--- config.mk ---
export PLATFORM = sky130hd
export DESIGN_NAME = beam_sample_buffer
export DESIGN_NICKNAME = d
export VERILOG_FILES = /design/src/rtl/beam_pkg.sv /design/src/rtl/beam_dpram.sv /design/src/rtl/beam_sample_buffer.sv
export SDC_FILE = /design/constraint.sdc
export NUM_CORES = 1
export LEC_CHECK = 0
export CAP_MARGIN = 20
export CORE_ASPECT_RATIO = 1.25
export CORE_MARGIN = 1
export CORE_UTILIZATION = 55
export DETAILED_ROUTE_END_ITERATION = 6
export PLACE_DENSITY = 0.73
export SYNTH_ARGS = -nofsm -noshare
export SYNTH_HDL_FRONTEND = slang
export SYNTH_HIERARCHICAL = 1
export SYNTH_SLANG_ARGS = --single-unit
--- constraint.sdc ---
create_clock -name clock -period 3.6 [get_ports clock]
set_clock_uncertainty 0.2 [all_clocks]
set_input_delay 0.36 -clock clock [delete_from_list [all_inputs] [get_ports clock]]
set_output_delay 0.36 -clock clock [all_outputs]
set_load 0.005 [all_outputs]
--- src/rtl/beam_pkg.sv ---
// Shared definitions for the beamformer sample-alignment buffer: default sizes,
// sweep FSM encoding and the channel-slice packing helper.
package beam_pkg;

    localparam int DATA_W_DEF = 4;
    localparam int DEPTH_DEF  = 8;

    typedef enum logic [1:0] {
        IDLE  = 2'd0,
        READ  = 2'd1,
        DRAIN = 2'd2
    } state_t;

    // Bit offset of channel ch inside a bus packed as ch * width.
    function automatic int unsigned ch_lsb(input int unsigned ch, input int unsigned width);
        return ch * width;
    endfunction

endpackage

--- src/rtl/beam_dpram.sv ---
// Simple dual-port RAM, one write and one synchronous read port.
// The address MSB selects the ping-pong bank.
module beam_dpram #(
    parameter int DATA_W = 4,
    parameter int ADDR_W = 4
) (
    input  logic              clock,
    input  logic              we,
    input  logic [ADDR_W-1:0] waddr,
    input  logic [DATA_W-1:0] wdata,
    input  logic [ADDR_W-1:0] raddr,
    output logic [DATA_W-1:0] q
);

    logic [DATA_W-1:0] mem [2**ADDR_W];

    // NOTE: the storage array has no reset so it maps onto block RAM; validity
    // is tracked by the full flags in the parent, not by the contents.
    always_ff @(posedge clock) begin
        if (we) begin
            mem[waddr] <= wdata;
        end
        q <= mem[raddr];
    end

endmodule

--- src/rtl/beam_sample_buffer.sv ---
// Ping-pong frame buffer: one bank fills from the ADC while the other is swept
// out with a per-channel read offset, feeding the delay-and-sum stage.
module beam_sample_buffer
    import beam_pkg::*;
#(
    parameter  int NUM_CH = 4,
    parameter  int DATA_W = DATA_W_DEF,
    parameter  int DEPTH  = DEPTH_DEF,
    localparam int ADDR_W = $clog2(DEPTH)
) (
    input  logic                     clock,
    input  logic                     rst_n,
    input  logic                     load,
    input  logic                     start,
    input  logic                     in_valid,
    output logic                     in_ready,
    input  logic [NUM_CH*DATA_W-1:0] in_data,
    input  logic [NUM_CH*ADDR_W-1:0] delays,
    output logic                     out_valid,
    output logic [NUM_CH*DATA_W-1:0] out_data,
    output logic                     out_last,
    output logic                     busy,
    output logic                     done,
    output logic                     overflow
);

    localparam logic [ADDR_W-1:0] LAST_IDX = ADDR_W'(DEPTH - 1);

    logic [ADDR_W-1:0]        wr_ptr;
    logic                     wr_bank;
    logic                     rd_bank;
    logic [1:0]               full;
    logic [1:0]               full_next;
    state_t                   state;
    logic [ADDR_W-1:0]        idx;
    logic                     drain_cnt;
    logic [NUM_CH*ADDR_W-1:0] delays_q;

    logic [ADDR_W:0]          rd_addr [NUM_CH];
    logic [DATA_W-1:0]        ram_q   [NUM_CH];
    logic                     s1_valid, s1_last;
    logic                     s2_valid, s2_last;

    logic wr_en, frame_done, sweep_done;

    assign in_ready   = load & ~full[wr_bank];
    assign wr_en      = in_valid & in_ready;
    assign frame_done = wr_en & (wr_ptr == LAST_IDX);
    assign sweep_done = (state == DRAIN) & drain_cnt;
    assign busy       = (state != IDLE);

    for (genvar c = 0; c < NUM_CH; c++) begin : g_ch
        beam_dpram #(
            .DATA_W (DATA_W),
            .ADDR_W (ADDR_W + 1)
        ) u_ram (
            .clock (clock),
            .we    (wr_en),
            .waddr ({wr_bank, wr_ptr}),
            .wdata (in_data[ch_lsb(c, DATA_W) +: DATA_W]),
            .raddr (rd_addr[c]),
            .q     (ram_q[c])
        );
    end

    // The sweep only ever clears the bank it reads, and a full bank is never
    // written, so both updates can land on the same edge without conflict.
    // NOTE: every always_comb output gets a default first so no latch is inferred.
    always_comb begin
        full_next = full;
        if (sweep_done) full_next[rd_bank] = 1'b0;
        if (frame_done) full_next[wr_bank] = 1'b1;
    end

    // NOTE: state registers use non-blocking assignments so every block sees
    // the pre-edge values regardless of evaluation order.
    always_ff @(posedge clock or negedge rst_n) begin
        if (!rst_n) begin
            wr_ptr   <= '0;
            wr_bank  <= 1'b0;
            full     <= '0;
            overflow <= 1'b0;
        end else begin
            full <= full_next;
            if (wr_en) begin
                wr_ptr <= wr_ptr + ADDR_W'(1);
                if (frame_done) wr_bank <= ~wr_bank;
            end
            if (in_valid && load && (&full)) overflow <= 1'b1;
        end
    end

    // Banks fill and drain in the same order, so the toggling rd_bank always
    // points at the oldest full bank.
    always_ff @(posedge clock or negedge rst_n) begin
        if (!rst_n) begin
            state     <= IDLE;
            idx       <= '0;
            drain_cnt <= 1'b0;
            rd_bank   <= 1'b0;
            delays_q  <= '0;
        end else begin
            case (state)
                IDLE: begin
                    if (start && (full != 2'b00)) begin
                        state    <= READ;
                        delays_q <= delays;
                        idx      <= '0;
                    end
                end
                READ: begin
                    idx <= idx + ADDR_W'(1);
                    if (idx == LAST_IDX) begin
                        state     <= DRAIN;
                        drain_cnt <= 1'b0;
                    end
                end
                DRAIN: begin
                    if (drain_cnt) begin
                        state   <= IDLE;
                        rd_bank <= ~rd_bank;
                    end else begin
                        drain_cnt <= 1'b1;
                    end
                end
                default: state <= IDLE;
            endcase
        end
    end

    // Address register -> RAM q -> output register: first word three edges after start.
    always_ff @(posedge clock or negedge rst_n) begin
        if (!rst_n) begin
            for (int c = 0; c < NUM_CH; c++) rd_addr[c] <= '0;
            s1_valid  <= 1'b0;
            s1_last   <= 1'b0;
            s2_valid  <= 1'b0;
            s2_last   <= 1'b0;
            out_valid <= 1'b0;
            out_last  <= 1'b0;
            out_data  <= '0;
            done      <= 1'b0;
        end else begin
            for (int c = 0; c < NUM_CH; c++) begin
                rd_addr[c] <= {rd_bank, idx + delays_q[ch_lsb(c, ADDR_W) +: ADDR_W]};
            end
            s1_valid  <= (state == READ);
            s1_last   <= (state == READ) && (idx == LAST_IDX);
            s2_valid  <= s1_valid;
            s2_last   <= s1_last;
            out_valid <= s2_valid;
            out_last  <= s2_valid & s2_last;
            if (s2_valid) begin
                for (int c = 0; c < NUM_CH; c++) begin
                    out_data[ch_lsb(c, DATA_W) +: DATA_W] <= ram_q[c];
                end
            end
            done <= out_valid & out_last;
        end
    end

endmodule

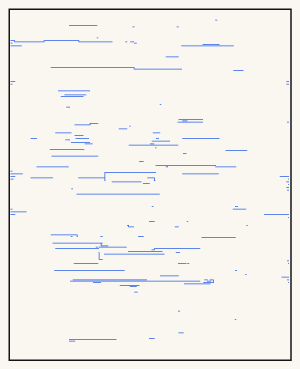
Run 1: the metal 3 layer
(2 px per um)
78 nets have wire on it. The wires run mostly horizontal. The layer carries 1100 um of wire. The layer holds 4.6% of the routed length.
detailed-route via count: 6466
GR Layer Usage met3: 0.0280
DRT Wirelength: 24000 um

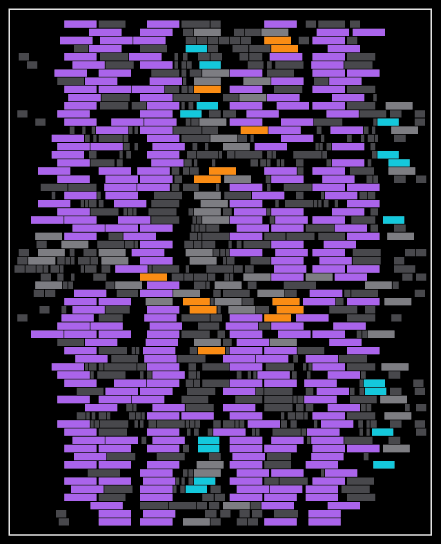
Run 1: where the registers sit
(3 px per um) Other sequential cells in the stronger grey, the rest of the logic in the fainter grey.
g_ch.u_ram/q: shown in cyan, flops 16. g_ch.u_ram/mem: shown in purple, flops 256, where widely spread. rd_addr: shown in orange, flops 13.
fraction of area in registers: 0.639
sequential cell power: 0.00542 W
register cell area after layout: 9560 um^2

==> flow_summary_export.csv, run 1 <==
group,metric,value,unit
floorplan,chip_area,24500,um^2
sta,max_freq,0.358,GHz
sta,slew_viol_final,0,
worst_hold_path,min-delay-path-class,"input pin to async pin",
floorplan,num_rows,62,
worst_setup_path,critPathArrivalTime,2.77,ns
detailed_routing,drtAntennaViolNets,0,
cells_and_area,layout-drive-gt1-share,0.132,
logic_synthesis,ys_async_sr_fraction,0.186,
global_route,maximum_number_of_pins_on_one_net_before_global_route_repair,47,
logic_synthesis,yosysChipArea,13100,um^2
worst_setup_path,crit_path_launch_type,"register",
logic_synthesis,synth.avg_cell_area,19.2,um^2
sta,tightestPinTransition,1.00,ns
floorplan,design.core.area,23200,um^2
clock_network,cts_setup_buffers,0,
logic_synthesis,synth_cells,683,
clock_network,clock-sinks,334,
global_route,grt_pass1_vias,6896,
placement,placement.io_buffers,54,
logic_synthesis,yosys_warnings,6,
cells_and_area,clk_share,0.0689,
cells_and_area,seq_cell_count,334,
cells_and_area,num-fill-cells,1510,
logic_synthesis,ys_cells,683,
logic_synthesis,postSynthRegisterBits,334,
cells_and_area,logic_area,3340,um^2
global_route,antenna_found_initial,0,
cells_and_area,top_area_cell_class,"flip-flops and latches",
clock_network,depth_of_the_cts_h_tree,1,
sta,layout_worst_path_cycle_share,0.776,
cells_and_area,area_growth_syn_to_layout,14.0,%
worst_setup_path,required,3.58,ns
placement,numPlacedInstances,1013,
power_and_ir_drop,max-vdd-ir-drop,0.483,mV
logic_synthesis,top_cell_type_s_share_of_synthesized_area,0.586,
logic_synthesis,fp_nets,728,
sta,final.setup.tns,0,ns
detailed_routing,met3WireLength,1100,um
power_and_ir_drop,leakage,5.25,nW
worst_setup_path,critical_path.max_stage_delay,0.52,ns
sta,finalHoldWorstSlack,0.0273,ns
run_status,run_status,"completed",
global_route,globalRouteMet2Util,0.368,
sta,setup_repair_after_global_routing_missed_its_margin,"false",
detailed_routing,drc,0,
placement,gp_congestion,0.755,
logic_synthesis,yosysUniqueCellTypes,38,
sta,slew_headroom,0.330,
detailed_routing,drt_pre_antenna_iters,5,
detailed_routing,vias_per_cell,6.04,
logic_synthesis,netlist.top_cell.by_area,"edfxtp_1",
global_route,grt_overflow,0,
cells_and_area,layout.cells.most_common_list,"edfxtp_1 (256), dfrtp_1 (62), mux4_1 (56)",
worst_setup_path,cp_slowest_cell,"or3b_2",
placement,place.detailed.hpwl,15900,um
global_route,grt-busiest-layer,"met2",
cells_and_area,layoutNonFillerInstCount,1071,
worst_setup_path,class_of_the_most_critical_setup_path,"register to register",
detailed_routing,met2_wirelength,13000,um
clock_network,worst_setup_hold_path_clk_slew,0.07,ns
floorplan,fp_util,0.566,
detailed_routing,routed_length_on_met1,9270,um
detailed_routing,highest_layer,"met4",
sta,finalCriticalPeriod,2.79,ns
sta,report.final.hold_viol_count,0,
cells_and_area,proportion_of_final_cell_area_spent_on_non_clock_buffers,0.0426,
cells_and_area,layout_top_cell,"edfxtp_1",
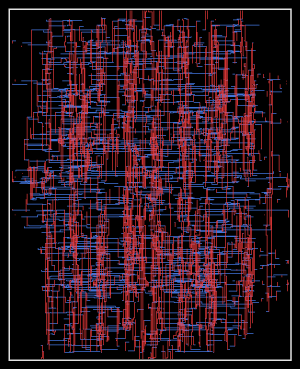
Run 1: signal wires by layer
(2 px per um) Two of the layers only.
met1: shown in blue, wire length 9270 um. met2: shown in red, wire length 13000 um.
final routed wire length divided by cell count: 22.4 um
aggregate global-route resource usage: 0.203

==> run 1: worst paths after layout <==
kind	from	to	slack [ns]	depth (start not counted)
worst max register to register	full[0]$_DFF_PN0_	g_ch[0].u_ram/mem[0][1]$_DFFE_PP_	0.81	6
min in group clock	s1_valid$_DFF_PN0_	s2_valid$_DFF_PN0_	0.16	0
worst min-delay path	rst_n	out_data[10]$_DFFE_PN0P_	0.03	2
worst max-delay path	full[0]$_DFF_PN0_	g_ch[0].u_ram/mem[0][1]$_DFFE_PP_	0.81	6
max in group asynchronous	rst_n	rd_addr[8]$_DFF_PN0_	2.38	4
worst min register to register	s1_valid$_DFF_PN0_	s2_valid$_DFF_PN0_	0.16	0
==> run 1: cell families after synthesis <==
family | Yosys count | share of synthesized area
AND/OR/NAND/NOR | 172 | 0.0645
flip-flops | 334 | 0.728
XOR/XNOR | 10 | 0.00667
adder cells (fa/ha/maj) | 12 | 0.0137
buffers and inverters | 31 | 0.0174
multiplexers | 95 | 0.154
AND-OR/OR-AND | 29 | 0.0153
==> run 1: power by group <==
group	internal, W	leakage [nW]	total, W	switching [W]
logic	0.00145	1.57	0.00248	0.00103
clock network	0.00191	0.502	0.00322	0.00131
registers	0.00466	3.17	0.00542	0.000761
==> run 1: worst max-delay path: cells and delay by family (launching register included) <==
kind,cells,cell delay [ns]
flops,1,0.42
mux,1,0.18
buf+inv,2,0.39
simple gates,3,1.22
==> run 1: per-stage QoR <==
step / utilization / instance area (um^2) / total power (W)
final: 0.645 / 15000 / 0.0111
after global routing: 0.645 / 15000 / 0.0116
after detailed placement: 0.600 / 13900 / 0.00798
after CTS: 0.644 / 14900 / 0.0112
after global placement: 0.600 / 13900 / 0.00786
after floorplan: - / 13100 / 0.00709
==> run 2, diff against run 1 <==
==> constraint.sdc (replaced) <==
create_clock -name clock -period 2.8 [get_ports clock]
set_clock_uncertainty 0.2 [all_clocks]
set_input_delay 0.28 -clock clock [delete_from_list [all_inputs] [get_ports clock]]
set_output_delay 0.28 -clock clock [all_outputs]
set_load 0.005 [all_outputs]
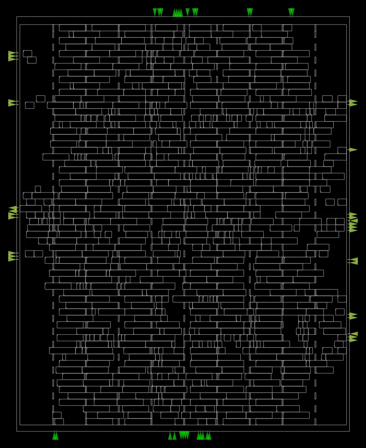
Run 2: cell placement
sequential cell count: 334
area inside the core boundary: 23200 um^2
row count: 62
count of inserted tapcells: 288

==> run 2 against run 1 <==
Effect of this change:
- sequential power increased by 25%
- flip-flop count unchanged
- total power increased by 30%
- critical path depth unchanged
- global-route usage decreased by 0.063 points
- design area increased by 1.0%
- hold slack improved by 0.046 ns
- synthesized area unchanged
- first-iteration DRC count increased by 6.7%
- clock power increased by 33%
- wire length decreased by 0.32%
- highest routed layer unchanged
==> flow_summary_export.csv, run 2 <==
group,metric,value,unit
sta,final.setup.tns,0,ns
worst_hold_path,min-delay-path-class,"input pin to async pin",
power_and_ir_drop,max-vdd-ir-drop,0.647,mV
placement,place.detailed.hpwl,16100,um
clock_network,depth_of_the_cts_h_tree,1,
logic_synthesis,fp_nets,728,
global_route,grt_pass1_vias,6799,
run_status,run_status,"completed",
clock_network,cts_setup_buffers,0,
cells_and_area,layout.core_utilization,0.652,
clock_network,postCtsResizedCells,0,
cells_and_area,design.final.nets,821,
sta,finalHoldWorstSlack,0.0729,ns
clock_network,holdBufCountCts,1,
worst_setup_path,ff2ff_setup_slack,0.22,ns
sta,final_setup_violations,0,
power_and_ir_drop,p_total,0.0145,W
worst_setup_path,regToRegStartpoint,"wr_bank$_DFFE_PN0P_",
clock_network,cts_tree,"built",
logic_synthesis,ys_seq_share,0.728,
global_route,grt_first_pass_wirelength,37300,um
placement,gp_congestion,0.786,
logic_synthesis,yosysUniqueCellTypes,38,
power_and_ir_drop,pwr_density_cell,960,nW/um^2
detailed_routing,drt_pre_antenna_iters,5,
placement,placement.io_buffers,54,
job,timing.max_cap.violations,0,
detailed_routing,initialDrtViolationCount,447,
worst_setup_path,cell_type_group_with_the_largest_total_delay_on_the_critical_path,"simple AND/OR/NAND/NOR gates",
cells_and_area,logic_area,3340,um^2
clock_network,worst_setup_hold_path_clk_slew,0.07,ns
cells_and_area,largest_reg_flops,256,
logic_synthesis,yosys_warnings,6,
cells_and_area,max_flop_register,"g_ch.u_ram/mem",
cells_and_area,layout-drive-gt1-share,0.145,
global_route,grt_util_all_layers,0.203,
detailed_routing,wire_per_inst,22.0,um
detailed_routing,drtAntennaViolNets,0,
worst_setup_path,class_of_the_most_critical_setup_path,"register to register",
global_route,antenna_found_initial,0,
cells_and_area,layout_top_cell,"edfxtp_1",
worst_setup_path,cp_cell_sequence,"mux2i_1 > nand3_1 > inv_1 > buf_12 > or3b_2 > nor3_1",
sta,slew_headroom,0.391,
logic_synthesis,netlist.top_cell.by_area,"edfxtp_1",
logic_synthesis,synth.most_common_cell,"edfxtp_1",
worst_setup_path,crit_path_launch_type,"register",
sta,setup_repair_after_global_routing_missed_its_margin,"false",
cells_and_area,area_growth_syn_to_layout,15.2,%
logic_synthesis,top_cell_type_s_share_of_synthesized_area,0.586,
floorplan,chip_area,24500,um^2
worst_setup_path,cp_num_buf_inv,2,
sta,layout_worst_path_cycle_share,0.921,
floorplan,floorplan.die.width,140,um
cells_and_area,registers_with_the_most_flip_flops,"g_ch.u_ram/mem x256, g_ch.u_ram/q x16, out_data x16",
clock_network,cts_inserted_buffers,30,
global_route,maximum_number_of_pins_on_one_net_before_global_route_repair,63,
placement,placedInstanceArea,14100,um^2
worst_setup_path,cp_slowest_cell,"or3b_2",
logic_synthesis,prevailing_post_synth_register_cell,"edfxtp_1",
logic_synthesis,synth.avg_cell_area,19.2,um^2
sta,report.final.hold_viol_count,0,
sta,slew_viol_final,0,
cells_and_area,layoutNonFillerInstCount,1088,
placement,preCtsSetupSlack,0.0371,ns
worst_setup_path,required,2.78,ns
worst_setup_path,critPathArrivalTime,2.56,ns
placement,numPlacedInstances,1031,
cells_and_area,ff_latch_area,9560,um^2
cells_and_area,stdcell_area,15100,um^2
sta,tightestPinTransition,0.914,ns
logic_synthesis,postSynthRegisterBits,334,
detailed_routing,drc,0,
floorplan,num_io_pins,55,
logic_synthesis,edf_count,256,
logic_synthesis,top_cells_by_count,"edfxtp_1 (256), dfrtp_1 (62), mux4_1 (56), nor2_1 (55), nand3_1 (37)",
logic_synthesis,topCellsByArea,"edfxtp_1 (59%), dfrtp_1 (12%), mux4_1 (11%)",
sta,final_critical_path_setup_slack,0.222,ns
clock_network,worst_skew_pair.late_latency,0.54,ns
logic_synthesis,combined_area_of_all_synthesized_cells,13100,um^2
global_route,grt_overflow,0,
worst_setup_path,critical_path.max_stage_delay,0.50,ns
logic_synthesis,synth_cells,683,
logic_synthesis,ys_cells,683,
detailed_routing,vias,6462,
worst_setup_path,crit_path_end_kind,"register",
cells_and_area,num-fill-cells,1522,
job,log.warning_count,26,
cells_and_area,layout.cells.most_common_list,"edfxtp_1 (256), dfrtp_1 (62), mux4_1 (56)",
sta,max_freq,0.388,GHz
clock_network,clock-sinks,334,
worst_setup_path,worst_r2r_endpoint,"g_ch[0].u_ram/mem[0][0]$_DFFE_PP_",
clock_network,cts.root.buffer_cell,"clkbuf_16",
worst_setup_path,critical_path_peak_fanout,16,
cells_and_area,antenna_cells_inserted,0,
logic_synthesis,ys_async_sr_fraction,0.186,
floorplan,fp_util,0.566,
logic_synthesis,yosysChipArea,13100,um^2
clock_network,clockBufferDepth,3,
power_and_ir_drop,leakage,5.34,nW
detailed_routing,vias_per_cell,5.94,
worst_setup_path,r2r_cells,6,
sta,finalCriticalPeriod,2.58,ns
floorplan,fp.dieH,175,um
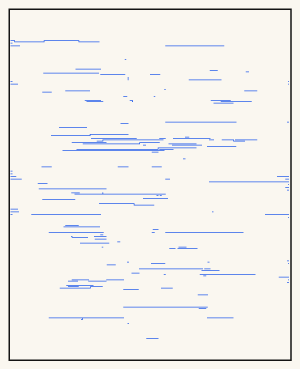
Run 2: the metal 3 layer
(2 px per um)
86 nets have wire on it. The longest straight run is 50.6 um. The layer carries 1370 um of wire. The layer holds 5.7% of the routed length.
GR Layer Usage met3: 0.0315
DRT Wirelength: 23900 um

run 2: final cells by class:
cell class / instances / share of cell area
inverters: 11 / 0.00273
well taps: 288 / 0.0238
clock buffers: 45 / 0.0575
multi-input cells: 318 / 0.221
flip-flops and latches: 334 / 0.632
repair buffers: 81 / 0.0506
clock inverters: 11 / 0.0123
run 2: kinds of logic after synthesis:
family / count (synthesis) / share of synthesized area
and+or+nand+nor: 172 / 0.0645
AOI/OAI and AO/OA: 29 / 0.0153
DFF: 334 / 0.728
buffers and inverters: 31 / 0.0174
muxes: 95 / 0.154
xor gates and xnor gates: 10 / 0.00667
adders and majority gates: 12 / 0.0137
run 2: worst max path at each step:
stage | start | to | slack [ns] | depth (start not counted)
2_1_floorplan | wr_bank$_DFFE_PN0P_ | g_ch[0].u_ram/mem[0][0]$_DFFE_PP_ | 0.08 | 5
3_3_place_gp | load | g_ch[3].u_ram/mem[0][0]$_DFFE_PP_ | 0.20 | 6
3_5_place_dp | load | g_ch[0].u_ram/mem[0][3]$_DFFE_PP_ | 0.04 | 6
4_1_cts | wr_bank$_DFFE_PN0P_ | g_ch[0].u_ram/mem[0][1]$_DFFE_PP_ | 0.21 | 6
5_1_grt | full[0]$_DFF_PN0_ | g_ch[0].u_ram/mem[0][1]$_DFFE_PP_ | 0.07 | 6
6_report | wr_bank$_DFFE_PN0P_ | g_ch[0].u_ram/mem[0][0]$_DFFE_PP_ | 0.22 | 6
run 2: where the power goes:
part | internal [W] | switching, W | leakage, nW
registers | 0.00600 | 0.000780 | 3.17
clock network | 0.00261 | 0.00168 | 0.513
logic | 0.00194 | 0.00151 | 1.66
run 2: layer usage:
layer  track usage  share of wire  up-vias
met1         0.246           0.38     3278
li1              -              -     2909
met5             0              0        -
met2         0.367           0.53      221
met4        0.0737          0.030        0
met3        0.0315          0.057       54
Power is estimated from default activity; no workload was simulated.
